## src/rtl/vga_timing_pkg.sv

```systemverilog
// Shared raster constants and parameter helpers for the VGA timing generator.
// Defaults describe 640x480 at 60 Hz with a 25.175 MHz pixel clock.
package vga_timing_pkg;

    localparam int unsigned POS_WIDTH = 10;
    localparam int unsigned MAX_TOTAL = 1024;

    localparam int unsigned DEF_H_VISIBLE = 640;
    localparam int unsigned DEF_H_FRONT   = 16;
    localparam int unsigned DEF_H_SYNC    = 96;
    localparam int unsigned DEF_H_BACK    = 48;
    localparam int unsigned DEF_V_VISIBLE = 480;
    localparam int unsigned DEF_V_FRONT   = 10;
    localparam int unsigned DEF_V_SYNC    = 2;
    localparam int unsigned DEF_V_BACK    = 33;

    function automatic int unsigned axis_total(input int unsigned visible,
                                               input int unsigned front,
                                               input int unsigned sync,
                                               input int unsigned back);
        return visible + front + sync + back;
    endfunction

    function automatic int unsigned sync_start(input int unsigned visible,
                                               input int unsigned front);
        return visible + front;
    endfunction

    function automatic int unsigned sync_end(input int unsigned visible,
                                             input int unsigned front,
                                             input int unsigned sync);
        return visible + front + sync;
    endfunction

endpackage

```

## src/rtl/vga_axis_counter.sv

```systemverilog
// One raster axis: position counter with wrap detect and a registered sync pin level.
// The sync flop is loaded from the next position so it stays aligned with o_pos.
module vga_axis_counter
    import vga_timing_pkg::*;
#(
    parameter int unsigned TOTAL           = 800,
    parameter int unsigned SYNC_START      = 656,
    parameter int unsigned SYNC_END        = 752,
    parameter bit          SYNC_ACTIVE_LOW = 1'b1
) (
    input  logic                 i_clk,
    input  logic                 i_reset,
    input  logic                 i_advance,
    output logic [POS_WIDTH-1:0] o_pos,
    output logic [POS_WIDTH-1:0] o_pos_next_c,
    output logic                 o_wrap_c,
    output logic                 o_sync
);

    localparam logic [POS_WIDTH-1:0] LAST_POS  = POS_WIDTH'(TOTAL - 1);
    localparam logic [POS_WIDTH-1:0] START_POS = POS_WIDTH'(SYNC_START);
    localparam logic [POS_WIDTH-1:0] END_POS   = POS_WIDTH'(SYNC_END);
    localparam logic                 SYNC_IDLE = SYNC_ACTIVE_LOW;

    logic [POS_WIDTH-1:0] pos_d, pos_q;
    logic                 sync_d, sync_q;
    logic                 wrap_c;

    always_comb begin
        pos_d  = pos_q;
        wrap_c = i_advance && (pos_q == LAST_POS);
        if (i_advance) begin
            pos_d = wrap_c ? '0 : pos_q + POS_WIDTH'(1);
        end
        sync_d = ((pos_d >= START_POS) && (pos_d < END_POS)) ? ~SYNC_IDLE : SYNC_IDLE;
    end

    always_ff @(posedge i_clk) begin
        if (i_reset) begin
            pos_q  <= '0;
            sync_q <= SYNC_IDLE;
        end else begin
            pos_q  <= pos_d;
            sync_q <= sync_d;
        end
    end

    assign o_pos        = pos_q;
    assign o_pos_next_c = pos_d;
    assign o_wrap_c     = wrap_c;
    assign o_sync       = sync_q;

endmodule

```

## src/rtl/vga_timing_generator.sv

```systemverilog
// Raster timing source: pixel position, visible flag, syncs and frame strobe, all registered.
// Optional o_line_strobe is built when VGA_TIMING_LINE_STROBE_EN is defined.
module vga_timing_generator
    import vga_timing_pkg::*;
#(
    parameter int unsigned H_VISIBLE       = DEF_H_VISIBLE,
    parameter int unsigned H_FRONT         = DEF_H_FRONT,
    parameter int unsigned H_SYNC          = DEF_H_SYNC,
    parameter int unsigned H_BACK          = DEF_H_BACK,
    parameter int unsigned V_VISIBLE       = DEF_V_VISIBLE,
    parameter int unsigned V_FRONT         = DEF_V_FRONT,
    parameter int unsigned V_SYNC          = DEF_V_SYNC,
    parameter int unsigned V_BACK          = DEF_V_BACK,
    parameter bit          SYNC_ACTIVE_LOW = 1'b1
) (
    input  logic                 i_clk,
    input  logic                 i_reset,
    output logic [POS_WIDTH-1:0] o_hpos,
    output logic [POS_WIDTH-1:0] o_vpos,
    output logic                 o_visible,
    output logic                 o_hsync,
    output logic                 o_vsync,
    output logic                 o_frame_strobe
`ifdef VGA_TIMING_LINE_STROBE_EN
    ,
    output logic                 o_line_strobe
`endif
);

    localparam int unsigned H_TOTAL = axis_total(H_VISIBLE, H_FRONT, H_SYNC, H_BACK);
    localparam int unsigned V_TOTAL = axis_total(V_VISIBLE, V_FRONT, V_SYNC, V_BACK);

    localparam logic [POS_WIDTH-1:0] H_LAST  = POS_WIDTH'(H_TOTAL - 1);
    localparam logic [POS_WIDTH-1:0] V_LAST  = POS_WIDTH'(V_TOTAL - 1);
    localparam logic [POS_WIDTH-1:0] H_VIS_P = POS_WIDTH'(H_VISIBLE);
    localparam logic [POS_WIDTH-1:0] V_VIS_P = POS_WIDTH'(V_VISIBLE);

    if (H_TOTAL > MAX_TOTAL) begin : g_h_total_check
        $error("vga_timing_generator: H_TOTAL %0d exceeds %0d", H_TOTAL, MAX_TOTAL);
    end
    if (V_TOTAL > MAX_TOTAL) begin : g_v_total_check
        $error("vga_timing_generator: V_TOTAL %0d exceeds %0d", V_TOTAL, MAX_TOTAL);
    end

    logic [POS_WIDTH-1:0] h_next_c, v_next_c;
    logic                 h_wrap_c, v_wrap_unused_c;
    logic                 run_d, run_q;
    logic                 visible_d, visible_q;
    logic                 frame_strobe_d, frame_strobe_q;

    // Horizontal axis holds at 0 for the first post-reset edge so (0,0) is presented first.
    vga_axis_counter #(
        .TOTAL           (H_TOTAL),
        .SYNC_START      (sync_start(H_VISIBLE, H_FRONT)),
        .SYNC_END        (sync_end(H_VISIBLE, H_FRONT, H_SYNC)),
        .SYNC_ACTIVE_LOW (SYNC_ACTIVE_LOW)
    ) u_h_axis (
        .i_clk        (i_clk),
        .i_reset      (i_reset),
        .i_advance    (run_q),
        .o_pos        (o_hpos),
        .o_pos_next_c (h_next_c),
        .o_wrap_c     (h_wrap_c),
        .o_sync       (o_hsync)
    );

    vga_axis_counter #(
        .TOTAL           (V_TOTAL),
        .SYNC_START      (sync_start(V_VISIBLE, V_FRONT)),
        .SYNC_END        (sync_end(V_VISIBLE, V_FRONT, V_SYNC)),
        .SYNC_ACTIVE_LOW (SYNC_ACTIVE_LOW)
    ) u_v_axis (
        .i_clk        (i_clk),
        .i_reset      (i_reset),
        .i_advance    (h_wrap_c),
        .o_pos        (o_vpos),
        .o_pos_next_c (v_next_c),
        .o_wrap_c     (v_wrap_unused_c),
        .o_sync       (o_vsync)
    );

    always_comb begin
        run_d          = 1'b1;
        visible_d      = (h_next_c < H_VIS_P) && (v_next_c < V_VIS_P);
        frame_strobe_d = (h_next_c == H_LAST) && (v_next_c == V_LAST);
    end

    always_ff @(posedge i_clk) begin
        if (i_reset) begin
            run_q          <= 1'b0;
            visible_q      <= 1'b0;
            frame_strobe_q <= 1'b0;
        end else begin
            run_q          <= run_d;
            visible_q      <= visible_d;
            frame_strobe_q <= frame_strobe_d;
        end
    end

    assign o_visible      = visible_q;
    assign o_frame_strobe = frame_strobe_q;

`ifdef VGA_TIMING_LINE_STROBE_EN
    logic line_strobe_d, line_strobe_q;

    always_comb begin
        line_strobe_d = (h_next_c == H_LAST);
    end

    always_ff @(posedge i_clk) begin
        if (i_reset) begin
            line_strobe_q <= 1'b0;
        end else begin
            line_strobe_q <= line_strobe_d;
        end
    end

    assign o_line_strobe = line_strobe_q;
`endif

endmodule
```

## config.mk

```make
export PLATFORM = sky130hd
export DESIGN_NAME = vga_timing_generator
export DESIGN_NICKNAME = d
export VERILOG_FILES = /design/src/rtl/vga_timing_pkg.sv /design/src/rtl/vga_axis_counter.sv /design/src/rtl/vga_timing_generator.sv
export SDC_FILE = /design/constraint.sdc
export NUM_CORES = 1
export LEC_CHECK = 0
export CAP_MARGIN = 30
export CELL_PAD_IN_SITES_DETAIL_PLACEMENT = 1
export CELL_PAD_IN_SITES_GLOBAL_PLACEMENT = 1
export CORE_ASPECT_RATIO = 1.2
export CORE_UTILIZATION = 40
export CTS_CLUSTER_SIZE = 20
export DETAILED_ROUTE_END_ITERATION = 12
export PLACE_DENSITY = 0.77
export SLEW_MARGIN = 20
export SYNTH_ARGS = -nofsm -noshare
export SYNTH_HDL_FRONTEND = slang
export SYNTH_HIERARCHICAL = 1
export SYNTH_SLANG_ARGS = --single-unit
export TNS_END_PERCENT = 10
```

## constraint.sdc

```tcl
create_clock -name i_clk -period 4.1 [get_ports i_clk]
set_input_delay 0.41 -clock i_clk [delete_from_list [all_inputs] [get_ports i_clk]]
set_output_delay 0.41 -clock i_clk [all_outputs]
set_load 0.02 [all_outputs]
```

Fig. 1: run 1, wire density map
Drawn at 6 px/um. 11 x 13 tiles, from black (low) to pale yellow (high), scaled to the fullest tile. Values are wire area over tile area, all layers added.
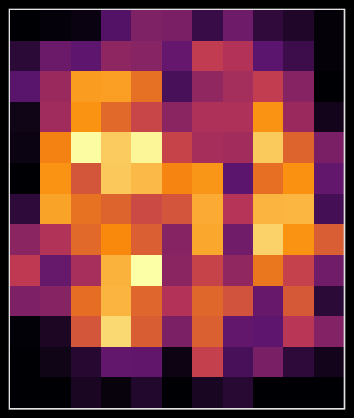
- tiles over half the peak: 39%
- nearly empty tiles: 11%
- densest ninth of the die: middle
- fullest tile: 0.37
- mean over tiles: 0.15
Avg WL per Cell: 16.70 um
final wirelength: 3673 um
total number of vias: 1,235
Total GRT Usage: 21.72%

Fig. 2: run 1, clock wiring as the flow saved it
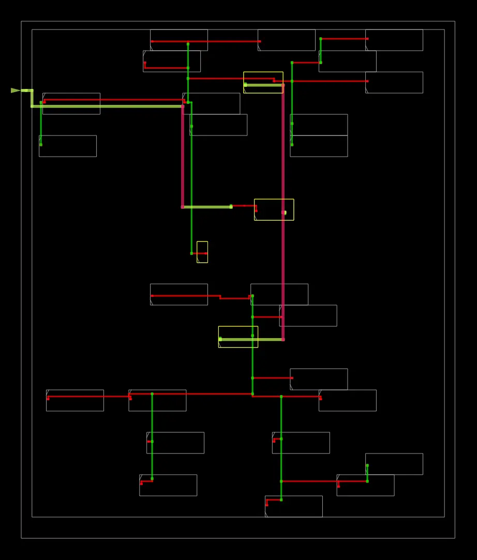
clock-net power: 148 uW
cts bufs inserted: 3
flop count: 25

Fig. 3: run 1, cells by drive strength
Drawn at 8 px/um.
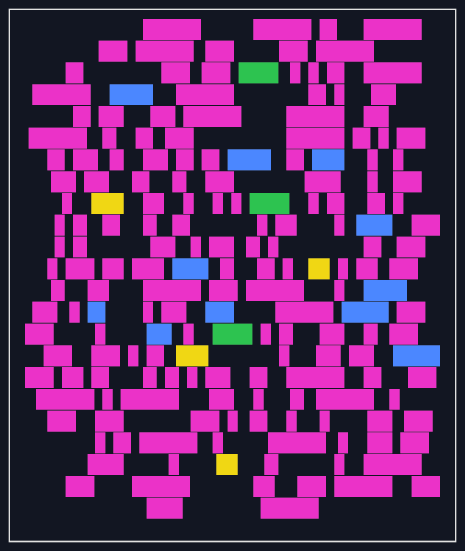
- x2: blue (cells 11; share 6.0%)
- x1 and smaller: magenta (cells 165; share 90%)
- x3 and x4: yellow (cells 4; share 2.2%)
- x6 and larger: green (cells 3; share 1.6%)

==> notes.md, run 1 <==
flow finished, numbers: Post-Syn Area=1380 um^2, Final #Nets=189, Setup crit end kind=flip-flop, Chip Area, Yosys=1380 um^2, Syn Nets=163, post-CTS resize count=0, worst skew pair latency=0.27 ns, CP Launch Point=u_h_axis/o_pos[8], Yosys cell types=49, Top Ports=26, Power Total=419.9 uW, WL met3=83 um, Yosys reg bits=25, Synth-to-Final Area Change=23.57%, Die Ht=66.35 um, Worst path max stage delay=0.39 ns, Comb/total area=47.54%, Clk pwr share=35.3%, Largest area class, layout=logic gates, M1 GR Usage=22.12%, port bufs=25, Critical Path Sink=o_frame_strobe, final setup fails=0, Pre-Repair DR Iteration Count=4, fin crit period=2.725 ns, Synth Area per Inst=8.735 um^2, hold path depth=2, Net Sw Power=94.30 uW, total die area=3690 um^2, core area=3309 um^2, number of logic gates=117, R2R depth=9, Final HPWL DP=2920 um, cell taking the most area after synthesis=dfxtp_1, Sequential Power=249 uW, status=finished, final reports clean, DIE WIDTH=55.62 um, dpl cell area=1660 um^2, sequential cell area share=29.35%, crit path buf inv count=1, vias in the first global route=1,309, global-route wire length before repair=6154 um, unrepaired setup endpoints after global routing=no, top-count cell post-synth=dfxtp_1, Seq pwr share=59.3%, final hold slack=0.6325 ns
## Run 2: what changed since run 1
- CORE_UTILIZATION: 40 -> 34
- PLACE_DENSITY: 0.77 -> 0.7
- clock period: 4.1 -> 2.35 ns (I/O delays scaled with it)
Fig. 4: run 2, metal 3
Drawn at 6 px/um.
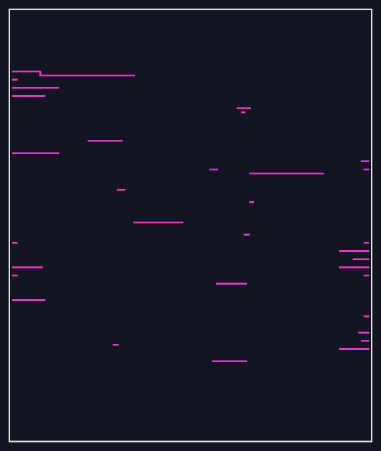
- nets with wire on the layer: 26
- share of all routed wire: 2.9%
total number of vias: 1,333
GRT met3 Usage: 3.610%
final wirelength: 4159 um

Fig. 5: run 2, cells by drive strength
Drawn at 6 px/um.
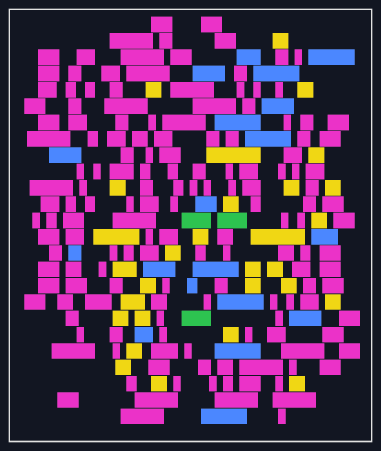
final instance area: 1938 um^2
Final WS setup: 0.02975 ns
Synth-to-Final Area Change: 40.44%
bufs w/o clock: 49

==> notes.md, run 2 <==
flow finished, numbers: Post-Syn Area=1380 um^2, Total GRT Usage=21.74%, vias in the first global route=1,490, Avg WL per Cell=16.06 um, Comb/total area=43.64%, hold path depth=2, final hold slack=0.6512 ns, Synth Area per Inst=8.735 um^2, Final HPWL DP=3188 um, Setup crit end kind=flip-flop, DIE WIDTH=60.16 um, fin crit period=2.320 ns, top-count cell post-synth=dfxtp_1, final setup fails=0, Yosys cell types=49, core area=3910 um^2, Chip Area, Yosys=1380 um^2, M1 GR Usage=24.47%, port bufs=25, Critical Path Sink=o_frame_strobe, Sequential Power=432 uW, CP Launch Point=u_h_axis/o_pos[9], Syn Nets=163, WL met3=119 um, post-CTS resize count=4, worst skew pair latency=0.27 ns, sequential cell area share=26.34%, Clk pwr share=34.6%, Power Total=737.8 uW, Die Ht=71.79 um, Pre-Repair DR Iteration Count=4, crit path buf inv count=1, status=finished, final reports clean, Final #Nets=211, cell taking the most area after synthesis=dfxtp_1, Seq pwr share=58.5%, total die area=4319 um^2, dpl cell area=1874 um^2, global-route wire length before repair=7024 um, cts bufs inserted=3
## Run 3: what changed since run 2
- ABC_CLOCK_PERIOD_IN_PS: default -> 2600
- CORE_UTILIZATION: 34 -> 38
- CTS_CLUSTER_SIZE: 20 -> default
- PLACE_DENSITY: 0.7 -> 0.74
- clock period: 2.35 -> 2.6 ns (I/O delays scaled with it)
Fig. 6: run 3, wire density map
Drawn at 6 px/um. 11 x 14 tiles, from black (low) to pale yellow (high), scaled to the fullest tile. Values are wire area over tile area, all layers added.
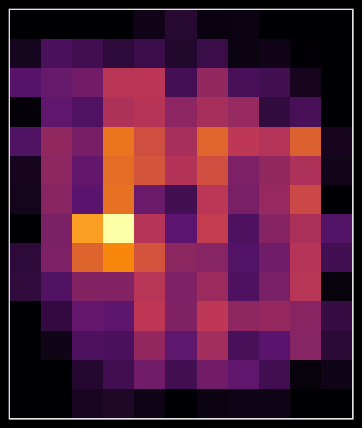
total number of vias: 1,326
final wirelength: 3933 um

Fig. 7: run 3, metal 3
Drawn at 6 px/um.
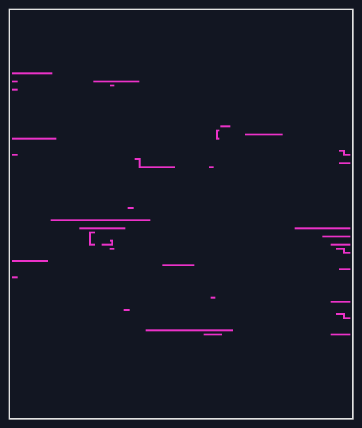
- nets with wire on the layer: 31
- share of all routed wire: 3.4%
- wire length on this layer: 134 um
- longest straight run: 16.3 um
- main direction: horizontal

==> notes.md, run 3 <==
flow finished, numbers: status=complete, but fails checks, violated checks=design-rule violations, Synth Area per Inst=8.735 um^2, Power Total=664.3 uW, GRT met3 Usage=2.647%, Final HPWL DP=2939 um, WL met3=133 um, M1 GR Usage=23.79%, sequential cell area share=27.40%, Final #Nets=204, number of logic gates=117, final hold slack=0.6291 ns, Total GRT Usage=21.35%, global-route wire length before repair=6265 um, Die Ht=68.02 um, cell taking the most area after synthesis=dfxtp_1, Largest area class, layout=logic gates, bufs w/o clock=42, Worst path max stage delay=0.37 ns, final setup fails=0, clock-net power=231 uW, Synth-to-Final Area Change=33.00%, Syn Nets=163, Comb/total area=44.99%, hold path depth=2, port bufs=25, Net Sw Power=147.4 uW, R2R depth=9, flop count=25, Seq pwr share=58.8%, Yosys cell types=49, Final WS setup=0.1844 ns, Pre-Repair DR Iteration Count=8, worst skew pair latency=0.26 ns, DRC=6, total die area=3878 um^2, Clk pwr share=34.7%, fin crit period=2.416 ns, cts bufs inserted=3, DIE WIDTH=57.02 um, Post-Syn Area=1380 um^2, Sequential Power=390 uW, Chip Area, Yosys=1380 um^2
Power and IR drop assume default switching activity.
